===== src/rtl/uart_pkg.sv =====
// Shared types and constants for the oversampling UART receiver.
package uart_pkg;

    typedef enum logic [2:0] {
        ST_IDLE,
        ST_START,
        ST_DATA,
        ST_PARITY,
        ST_STOP,
        ST_BREAK
    } rx_state_e;

    localparam int OVERSAMPLE = 16;
    localparam int SAMPLE_A   = 7;
    localparam int SAMPLE_B   = 8;
    localparam int SAMPLE_C   = 9;

    // Clocks per oversample tick, floored and never below one.
    function automatic int calc_div(input int clk_freq, input int baud_rate);
        int div;
        div = clk_freq / (baud_rate * OVERSAMPLE);
        if (div < 1) begin
            div = 1;
        end
        return div;
    endfunction

endpackage


===== src/rtl/uart_rx_fifo.sv =====
// First-word-fall-through receive FIFO; a push while full (and not popping)
// is dropped and flagged with a one-cycle overrun pulse.
module uart_rx_fifo #(
    parameter int DEPTH = 16,
    parameter int WIDTH = 8
) (
    input  logic                       clk,
    input  logic                       rst,
    input  logic                       push,
    input  logic [WIDTH-1:0]           push_data,
    input  logic                       pop,
    output logic [WIDTH-1:0]           head,
    output logic                       full,
    output logic                       empty,
    output logic [$clog2(DEPTH):0]     count,
    output logic                       overrun
);

    localparam int AW = $clog2(DEPTH);
    localparam logic [AW:0]   DEPTH_C = (AW + 1)'(DEPTH);
    localparam logic [AW:0]   CNT_ONE = (AW + 1)'(1);
    localparam logic [AW-1:0] PTR_ONE = AW'(1);

    logic [WIDTH-1:0] mem_q [DEPTH];
    logic [AW-1:0]    wr_ptr_q, wr_ptr_d;
    logic [AW-1:0]    rd_ptr_q, rd_ptr_d;
    logic [AW:0]      count_q, count_d;
    logic             overrun_q, overrun_d;
    logic             do_push, do_pop;

    assign empty   = (count_q == '0);
    assign full    = (count_q == DEPTH_C);
    assign head    = mem_q[rd_ptr_q];
    assign count   = count_q;
    assign overrun = overrun_q;

    always_comb begin
        do_pop    = pop & ~empty;
        // Full with a simultaneous pop still has room for the new word.
        do_push   = push & (~full | do_pop);
        overrun_d = push & full & ~do_pop;
        wr_ptr_d  = do_push ? wr_ptr_q + PTR_ONE : wr_ptr_q;
        rd_ptr_d  = do_pop  ? rd_ptr_q + PTR_ONE : rd_ptr_q;
        count_d   = count_q;
        if (do_push && !do_pop) begin
            count_d = count_q + CNT_ONE;
        end else if (do_pop && !do_push) begin
            count_d = count_q - CNT_ONE;
        end
    end

    always_ff @(posedge clk or posedge rst) begin
        if (rst) begin
            wr_ptr_q  <= '0;
            rd_ptr_q  <= '0;
            count_q   <= '0;
            overrun_q <= 1'b0;
            for (int i = 0; i < DEPTH; i++) begin
                mem_q[i] <= '0;
            end
        end else begin
            wr_ptr_q  <= wr_ptr_d;
            rd_ptr_q  <= rd_ptr_d;
            count_q   <= count_d;
            overrun_q <= overrun_d;
            if (do_push) begin
                mem_q[wr_ptr_q] <= push_data;
            end
        end
    end

endmodule


===== src/rtl/uart_rx_param.sv =====
// 16x oversampled UART receiver with majority vote and FWFT receive FIFO.
// Parity bit support is added by defining UART_RX_PARITY_EN.
//
// state     | meaning
// ST_IDLE   | line idle, waiting for a synchronised falling edge
// ST_START  | validating the start bit at mid-bit
// ST_DATA   | shifting in data bits, LSB first
// ST_PARITY | sampling and checking the parity bit
// ST_STOP   | checking stop bits, push or report error
// ST_BREAK  | line held low after a framing error, wait for idle
module uart_rx_param
    import uart_pkg::*;
#(
    parameter int clk_freq       = 50000000,
    parameter int uart_baud_rate = 115200,
    parameter int DATA_BITS      = 8,
    parameter int STOP_BITS      = 1,
`ifdef UART_RX_PARITY_EN
    parameter int FIFO_DEPTH     = 16,
    parameter bit PARITY_ODD     = 1'b0
`else
    parameter int FIFO_DEPTH     = 16
`endif
) (
    input  logic                          clk,
    input  logic                          rst,
    input  logic                          uart_rxd,
    output logic [DATA_BITS-1:0]          rx_data,
    output logic                          rx_valid,
    input  logic                          rx_ready,
    output logic [$clog2(FIFO_DEPTH):0]   rx_count,
    output logic                          frame_err,
    output logic                          parity_err,
    output logic                          overrun
);

    localparam int DIV = calc_div(clk_freq, uart_baud_rate);
    localparam int TW  = (DIV > 1) ? $clog2(DIV) : 1;
    localparam int SW  = $clog2(OVERSAMPLE);

    localparam logic [TW-1:0] DIV_M1   = TW'(DIV - 1);
    localparam logic [TW-1:0] TICK_ONE = TW'(1);
    localparam logic [SW-1:0] S_A      = SW'(SAMPLE_A);
    localparam logic [SW-1:0] S_B      = SW'(SAMPLE_B);
    localparam logic [SW-1:0] S_C      = SW'(SAMPLE_C);
    localparam logic [SW-1:0] S_LAST   = SW'(OVERSAMPLE - 1);
    localparam logic [SW-1:0] S_ONE    = SW'(1);
    localparam logic [3:0]    DB_M1    = 4'(DATA_BITS - 1);
    localparam logic [3:0]    SB_M1    = 4'(STOP_BITS - 1);

    rx_state_e            state_q, state_d;
    logic                 rxd_sync1_q, rxd_sync2_q, rxd_prev_q;
    logic [TW-1:0]        tick_cnt_q, tick_cnt_d;
    logic [SW-1:0]        sample_cnt_q, sample_cnt_d;
    logic [3:0]           bit_cnt_q, bit_cnt_d;
    logic [DATA_BITS-1:0] shift_q, shift_d;
    logic [1:0]           samp_q, samp_d;
    logic                 stop_bad_q, stop_bad_d;
    logic                 par_bad_q, par_bad_d;
    logic                 frame_err_q, frame_err_d;
    logic                 parity_err_q, parity_err_d;
    logic                 rxd_s, tick, vote_tick, bit_end, vote, stop_bad_now;
    logic                 word_push, fifo_empty;

    assign rxd_s      = rxd_sync2_q;
    assign tick       = (state_q != ST_IDLE) && (tick_cnt_q == '0);
    assign vote_tick  = tick && (sample_cnt_q == S_C);
    assign bit_end    = tick && (sample_cnt_q == S_LAST);
    // Samples 7 and 8 are held; sample 9 is the live line at the vote tick.
    assign vote       = (samp_q[0] & samp_q[1]) | (samp_q[0] & rxd_s) | (samp_q[1] & rxd_s);
    assign stop_bad_now = stop_bad_q | ~vote;

    always_comb begin
        state_d      = state_q;
        tick_cnt_d   = tick_cnt_q;
        sample_cnt_d = sample_cnt_q;
        bit_cnt_d    = bit_cnt_q;
        shift_d      = shift_q;
        samp_d       = samp_q;
        stop_bad_d   = stop_bad_q;
        par_bad_d    = par_bad_q;
        frame_err_d  = 1'b0;
        parity_err_d = 1'b0;
        word_push    = 1'b0;

        if (state_q != ST_IDLE) begin
            tick_cnt_d = tick ? DIV_M1 : tick_cnt_q - TICK_ONE;
            if (tick) begin
                sample_cnt_d = sample_cnt_q + S_ONE;
                if (sample_cnt_q == S_A) samp_d[0] = rxd_s;
                if (sample_cnt_q == S_B) samp_d[1] = rxd_s;
            end
        end

        case (state_q)
            ST_IDLE: begin
                tick_cnt_d = DIV_M1;
                if (rxd_prev_q && !rxd_s) begin
                    state_d      = ST_START;
                    sample_cnt_d = '0;
                    stop_bad_d   = 1'b0;
                    par_bad_d    = 1'b0;
                end
            end
            ST_START: begin
                if (vote_tick && vote) begin
                    state_d = ST_IDLE;
                end else if (bit_end) begin
                    state_d   = ST_DATA;
                    bit_cnt_d = '0;
                end
            end
            ST_DATA: begin
                if (vote_tick) begin
                    shift_d = {vote, shift_q[DATA_BITS-1:1]};
                end
                if (bit_end) begin
                    bit_cnt_d = bit_cnt_q + 4'd1;
                    if (bit_cnt_q == DB_M1) begin
                        bit_cnt_d = '0;
`ifdef UART_RX_PARITY_EN
                        state_d   = ST_PARITY;
`else
                        state_d   = ST_STOP;
`endif
                    end
                end
            end
`ifdef UART_RX_PARITY_EN
            ST_PARITY: begin
                if (vote_tick) begin
                    par_bad_d = vote ^ (^shift_q) ^ PARITY_ODD;
                end
                if (bit_end) begin
                    state_d = ST_STOP;
                end
            end
`endif
            ST_STOP: begin
                if (vote_tick) begin
                    stop_bad_d = stop_bad_now;
                    if (bit_cnt_q == SB_M1) begin
                        if (stop_bad_now) begin
                            frame_err_d = 1'b1;
                            state_d     = ST_BREAK;
                        end else if (par_bad_q) begin
                            parity_err_d = 1'b1;
                            state_d      = ST_IDLE;
                        end else begin
                            word_push = 1'b1;
                            state_d   = ST_IDLE;
                        end
                    end
                end
                if (bit_end) begin
                    bit_cnt_d = bit_cnt_q + 4'd1;
                end
            end
            ST_BREAK: begin
                if (rxd_s) begin
                    state_d = ST_IDLE;
                end
            end
            default: state_d = ST_IDLE;
        endcase
    end

    always_ff @(posedge clk or posedge rst) begin
        if (rst) begin
            rxd_sync1_q  <= 1'b1;
            rxd_sync2_q  <= 1'b1;
            rxd_prev_q   <= 1'b1;
            state_q      <= ST_IDLE;
            tick_cnt_q   <= DIV_M1;
            sample_cnt_q <= '0;
            bit_cnt_q    <= '0;
            shift_q      <= '0;
            samp_q       <= '0;
            stop_bad_q   <= 1'b0;
            par_bad_q    <= 1'b0;
            frame_err_q  <= 1'b0;
            parity_err_q <= 1'b0;
        end else begin
            rxd_sync1_q  <= uart_rxd;
            rxd_sync2_q  <= rxd_sync1_q;
            rxd_prev_q   <= rxd_sync2_q;
            state_q      <= state_d;
            tick_cnt_q   <= tick_cnt_d;
            sample_cnt_q <= sample_cnt_d;
            bit_cnt_q    <= bit_cnt_d;
            shift_q      <= shift_d;
            samp_q       <= samp_d;
            stop_bad_q   <= stop_bad_d;
            par_bad_q    <= par_bad_d;
            frame_err_q  <= frame_err_d;
            parity_err_q <= parity_err_d;
        end
    end

    assign frame_err  = frame_err_q;
    assign parity_err = parity_err_q;
    assign rx_valid   = ~fifo_empty;

    uart_rx_fifo #(
        .DEPTH (FIFO_DEPTH),
        .WIDTH (DATA_BITS)
    ) u_fifo (
        .clk       (clk),
        .rst       (rst),
        .push      (word_push),
        .push_data (shift_q),
        .pop       (rx_ready),
        .head      (rx_data),
        .full      (),
        .empty     (fifo_empty),
        .count     (rx_count),
        .overrun   (overrun)
    );

endmodule


===== config.mk =====
export PLATFORM = sky130hd
export DESIGN_NAME = uart_rx_param
export DESIGN_NICKNAME = d
export VERILOG_FILES = /design/src/rtl/uart_pkg.sv /design/src/rtl/uart_rx_fifo.sv /design/src/rtl/uart_rx_param.sv
export SDC_FILE = /design/constraint.sdc
export NUM_CORES = 1
export LEC_CHECK = 0
export ABC_AREA = 0
export CORE_UTILIZATION = 35
export DETAILED_ROUTE_END_ITERATION = 8
export PLACE_DENSITY = 0.57
export SYNTH_ARGS = -nofsm -noshare
export SYNTH_HDL_FRONTEND = slang
export SYNTH_SLANG_ARGS = --single-unit

===== constraint.sdc =====
create_clock -name clk -period 5.55 [get_ports clk]
set_clock_uncertainty 0.2 [all_clocks]
set_input_delay 0.555 -clock clk [delete_from_list [all_inputs] [get_ports clk]]
set_output_delay 0.555 -clock clk [all_outputs]
set_load 0.01 [all_outputs]

**Run 1: metal 3**

The bar under the picture is 50 um long.
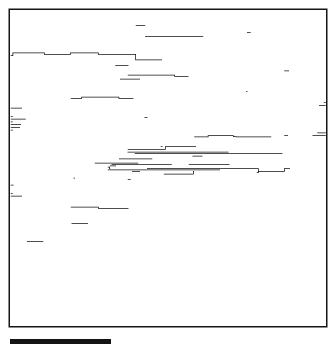
main direction	horizontal
nets with wire on the layer	32

**Run 1: M2 wires**

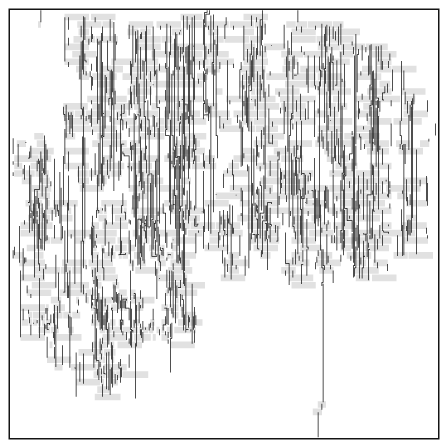
share of all routed wire	47%
main direction	vertical
longest straight run	76.7 um
nets with wire on the layer	529
WL final: 17.8 mm
vias post-DR: 4550
grt met2 use: 0.247

==> results.txt, run 1 <==
Setup CP Type -> flop to output port
Post-route DRC -> 0
RSZ-0062 raised after global routing -> no
crit path from -> u_fifo.rd_ptr_q[1]
Cells after Synth -> 567
Multiplexer share -> 0.308
CTS Hold Bufs -> 0
Die Span X -> 156 um
Comb pwr share -> 0.137
Top Layout Cells -> dfrtp_1, mux2_2, mux4_2
share of layout cells above drive strength 1 -> 0.345
CP max FO -> 26
Simple Share, Synth -> 0.0711
critical path data required time -> 4800 ps
crit-path max cell delay -> 910 ps
GRT Util Overall -> 0.160
clock transition at the registers of the reported paths -> 70 ps
crit-path leading delay family -> multiplexers
met2 WL -> 8.36 mm
Floorplan Nets -> 588
placement row count -> 56
hpwl dp -> 11.1 mm
count leader, synth -> dfrtp_1
Syn-to-layout area delta -> 11.9%
Final clock-cell share -> 0.0615
Slew headroom -> 0.291
Met1 Routed Length -> 8.43 mm
main flop type -> dfrtp_1
ranking of synthesized cells by area -> dfrtp_1, mux2_2, mux4_2
TAP cells -> 319
fp_density -> 0.356
fin worst setup slack -> 1610 ps
mapped cell area -> 0.00833 mm^2
total power -> 3.13 mW
Hold Violations, Final -> 0
Power Dens Cells -> 336 mW/mm^2
Worst Hold Path EP -> rxd_s
pre-CTS setup slack -> 1890 ps
final-layout non-clock buffer area share -> 0.0236
Yosys Chip Area -> 0.00833 mm^2
crit path DAT -> 3190 ps
top flop regs -> u_fifo.mem_q: 128 flops, shift_q: 8 flops
met3 Usage GRT -> 0.0357
status -> finished clean
Nets -> 590
reg2reg end -> u_fifo.count[4]
per-cell routed wire length -> 19.8 um
largest net degree at the start of global routing -> 103
Clk pwr share -> 0.375
sequential logic power -> 1.53 mW
FF-to-FF Start -> tick_cnt_q[0]
Chip Height -> 156 um
H-tree Lvls -> 4
DRT iter0 DRCs -> 231
Hold Startpoint -> rxd_sync1_q
clk ins delay skew pair -> 440 ps
comb_multi_in -> 339
P_comb -> 0.428 mW
Post-synth ARST share -> 1.00
R2R depth -> 13
# diodes -> 0
Flops -> 173
adder-cell area share of the yosys netlist -> 0.0276
WP buf/inv -> 2
CTS tree -> yes
Worst Max-Slew Pin Slew -> 1060 ps
Reg2Reg Setup Slack -> 1870 ps
sw frac -> 0.294
router iterations before antenna repair -> 5
Syn Area/Cell -> 14.7 um^2
flip-flops with a built-in enable -> 0
yosys aoi share -> 0.0218
clock group total power -> 1.18 mW
RD Place Congestion -> 0.734
CP endpoint kind -> output port
ys cells -> 567
CTS Buf Count -> 17
CP startpoint kind -> flop
number of port buffers -> 19
initial antenna violation count -> 0
Fill cells -> 2164
max_cap viols -> 0
clk sink count -> 173
NetSw -> 0.920 mW
Resized Gates After CTS -> 0
Biggest Area Class -> flip-flops and latches
OpenROAD warning count -> 35
placed insts -> 869
combinational gate area -> 0.00372 mm^2
setup violators final -> 0
met3 wire length -> 730 um
Min-Delay Path Depth -> 0
Placed Area -> 0.00874 mm^2
clock root cell -> clkbuf_16
**Run 1: routing congestion**

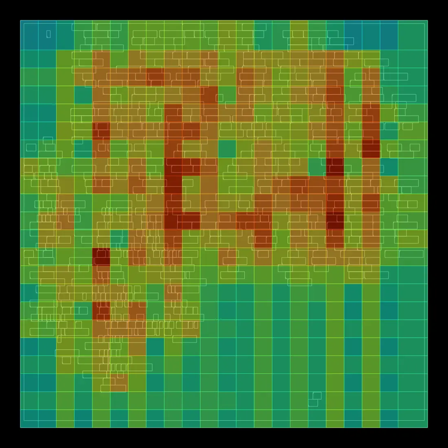
Most Crowded Layer GR: met2
fin util: 0.398

**Run 1: gate-type map**

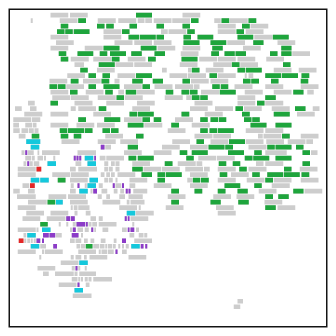
family	colour	cells	most used
multiplexers	green	180	mux2_2
NAND gates	purple	35	nand2_1
adder and majority cells	cyan	18	ha_1
AND-OR and OR-AND gates	red	3	a21o_1
multi-input gate share of total cell area: 0.400
most numerous logic cell after layout: dfrtp_1
Non-Filler Instances: 901

**Run 1: sequential cells grouped by signal name**

Other sequential cells in the stronger grey, the rest of the logic in the fainter grey.
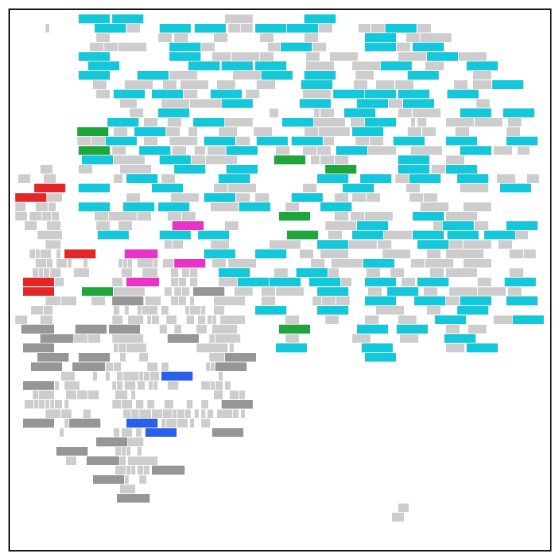

--- run 2 (diff from run 1) ---
--- a/config.mk
+++ b/config.mk
@@ -8,7 +8,7 @@
 export ABC_AREA = 0
 export CORE_UTILIZATION = 35
 export DETAILED_ROUTE_END_ITERATION = 8
-export PLACE_DENSITY = 0.57
+export PLACE_DENSITY = 0.55
 export SYNTH_ARGS = -nofsm -noshare
 export SYNTH_HDL_FRONTEND = slang
 export SYNTH_SLANG_ARGS = --single-unit
==> constraint.sdc (replaced) <==
create_clock -name clk -period 3.9 [get_ports clk]
set_clock_uncertainty 0.2 [all_clocks]
set_input_delay 0.39 -clock clk [delete_from_list [all_inputs] [get_ports clk]]
set_output_delay 0.39 -clock clk [all_outputs]
set_load 0.01 [all_outputs]
**Run 2: sequential cells grouped by signal name**

Other sequential cells in the stronger grey, the rest of the logic in the fainter grey.
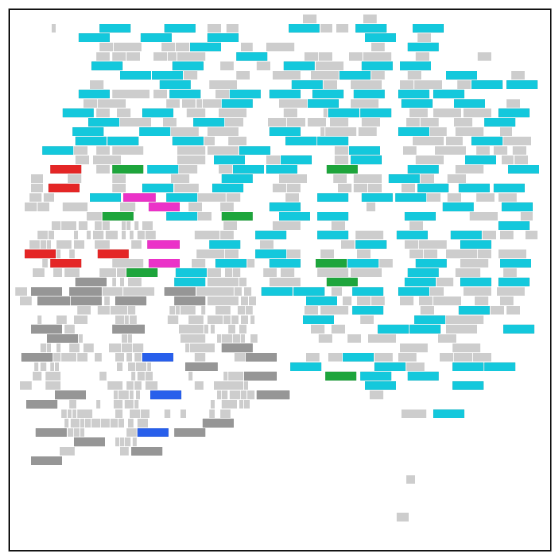
name in the netlist	colour	flops
u_fifo.rd_ptr_q	magenta	4
state_q	blue	3
u_fifo.count	red	5
shift_q	green	8
u_fifo.mem_q	cyan	128
Flop area: 0.00434 mm^2
register share of the cell area: 0.459
fin util: 0.404
sequential logic power: 2.06 mW

==> results.txt, run 2 <==
FF-to-FF Start -> u_fifo.count[0]
DRT iter0 DRCs -> 181 (-22%)
hpwl dp -> 11.4 mm (+2.8%)
Biggest register -> u_fifo.mem_q
WP buf/inv -> 2 (unchanged)
Setup crit end -> rx_data[1]
vias in the first global route -> 5088
critical path data required time -> 3310 ps (-1490 ps)
Post-route DRC -> 0 (unchanged)
met3 wire length -> 539 um (-26%)
max_cap viols -> 0 (unchanged)
total power -> 4.62 mW (+47%)
TAP cells -> 319 (unchanged)
adder-cell area share of the yosys netlist -> 0.0276 (unchanged)
clk sink count -> 173 (unchanged)
CP startpoint kind -> flop
largest net degree at the start of global routing -> 97 (-5.8%)
ranking of synthesized cells by area -> dfrtp_1, mux2_2, mux4_2
NetSw -> 1.24 mW (+35%)
Leakage Power -> 4.46 nW
Top Layout Cells -> dfrtp_1, mux2_2, mux4_2
Non-Filler Instances -> 905 (+0.44%)
setup violators final -> 0 (unchanged)
RD Place Congestion -> 0.797 (+8.6%)
yosys aoi share -> 0.0218 (unchanged)
Placed Area -> 0.00882 mm^2 (+0.90%)
grt met2 use -> 0.253 (+0.00616)
CTS tree -> yes
RSZ-0062 raised after global routing -> no
GRT Util Overall -> 0.157 (-0.00338)
placed insts -> 873 (+0.46%)
ys cells -> 567 (unchanged)
mapped cell area -> 0.00833 mm^2 (unchanged)
CP max FO -> 11 (-58%)
Power Dens Cells -> 489 mW/mm^2 (+45%)
Syn Area/Cell -> 14.7 um^2 (unchanged)
multi-input gate share of total cell area -> 0.394 (-0.00577)
count leader, synth -> dfrtp_1
fp_density -> 0.356 (unchanged)
reg2reg end -> u_fifo.count[4]
crit path from -> u_fifo.rd_ptr_q[0]
Fmax -> 293 MHz
number of port buffers -> 19 (unchanged)
WL final -> 17.6 mm (-1.3%)
combinational gate area -> 0.00372 mm^2 (unchanged)
share of layout cells above drive strength 1 -> 0.348 (+0.00276)
first-pass GRT wire length -> 28.6 mm
crit-path leading delay family -> multiplexers
met2 WL -> 8.36 mm (about the same)
placement row count -> 56 (unchanged)
# diodes -> 0 (unchanged)
router iterations before antenna repair -> 4 (-1)
clock group total power -> 1.79 mW (+52%)
Comb pwr share -> 0.167 (+0.030)
H-tree Lvls -> 4 (unchanged)
CTS Hold Bufs -> 0 (unchanged)
Peak VDD IR -> 304 uV
P_comb -> 0.772 mW (+80%)
sw frac -> 0.269 (-0.0248)
final-layout non-clock buffer area share -> 0.0318 (+0.00813)
status -> finished clean
Fill cells -> 2191 (+1.2%)
Reg2Reg Setup Slack -> 530 ps (-1340 ps)
most numerous logic cell after layout -> dfrtp_1
Die Span X -> 156 um (unchanged)
Biggest Area Class -> flip-flops and latches
Setup CP Type -> flop to output port
initial antenna violation count -> 0 (unchanged)
post-synthesis cell type count -> 53
xor+xnor area frac -> 0.0179
Most Crowded Layer GR -> met2
per-cell routed wire length -> 19.4 um (-1.8%)
clock root cell -> clkbuf_16
crit-path max cell delay -> 620 ps (-290 ps)
R2R depth -> 12 (-1)
Nets -> 594 (+0.68%)
CTS Buf Count -> 17 (unchanged)
Met1 Routed Length -> 8.37 mm (-0.64%)
main flop type -> dfrtp_1
flip-flops with a built-in enable -> 0 (unchanged)
Slew headroom -> 0.527 (+0.236)
Post-synth ARST share -> 1.00 (unchanged)
Worst Max-Slew Pin Slew -> 710 ps (-354 ps)
Floorplan Nets -> 588 (unchanged)
Clk pwr share -> 0.387 (+0.012)
CP endpoint kind -> output port
vias post-DR -> 4578 (+0.62%)
met3 Usage GRT -> 0.0338 (-0.00194)
Chip Height -> 156 um (unchanged)
GRT overflow -> 0
clk ins delay skew pair -> 420 ps (-20 ps)
comb_multi_in -> 339 (unchanged)
Resized Gates After CTS -> 0 (unchanged)
fin worst setup slack -> 488 ps (-1120 ps)
Simple Share, Synth -> 0.0711 (unchanged)
Hold Violations, Final -> 0 (unchanged)
Syn-to-layout area delta -> 13.5%
Yosys Chip Area -> 0.00833 mm^2 (unchanged)
crit path DAT -> 2820 ps (-370 ps)
top flop regs -> u_fifo.mem_q: 128 flops, shift_q: 8 flops
Cells after Synth -> 567 (unchanged)
pre-CTS setup slack -> 536 ps (-1350 ps)
clock transition at the registers of the reported paths -> 60 ps (about the same)
Multiplexer share -> 0.308 (unchanged)
Final Slew Violations -> 0
Final clock-cell share -> 0.0667 (+0.00520)
OpenROAD warning count -> 33 (-5.7%)
Power figures rest on the tool's default switching activity, not on a simulated workload.
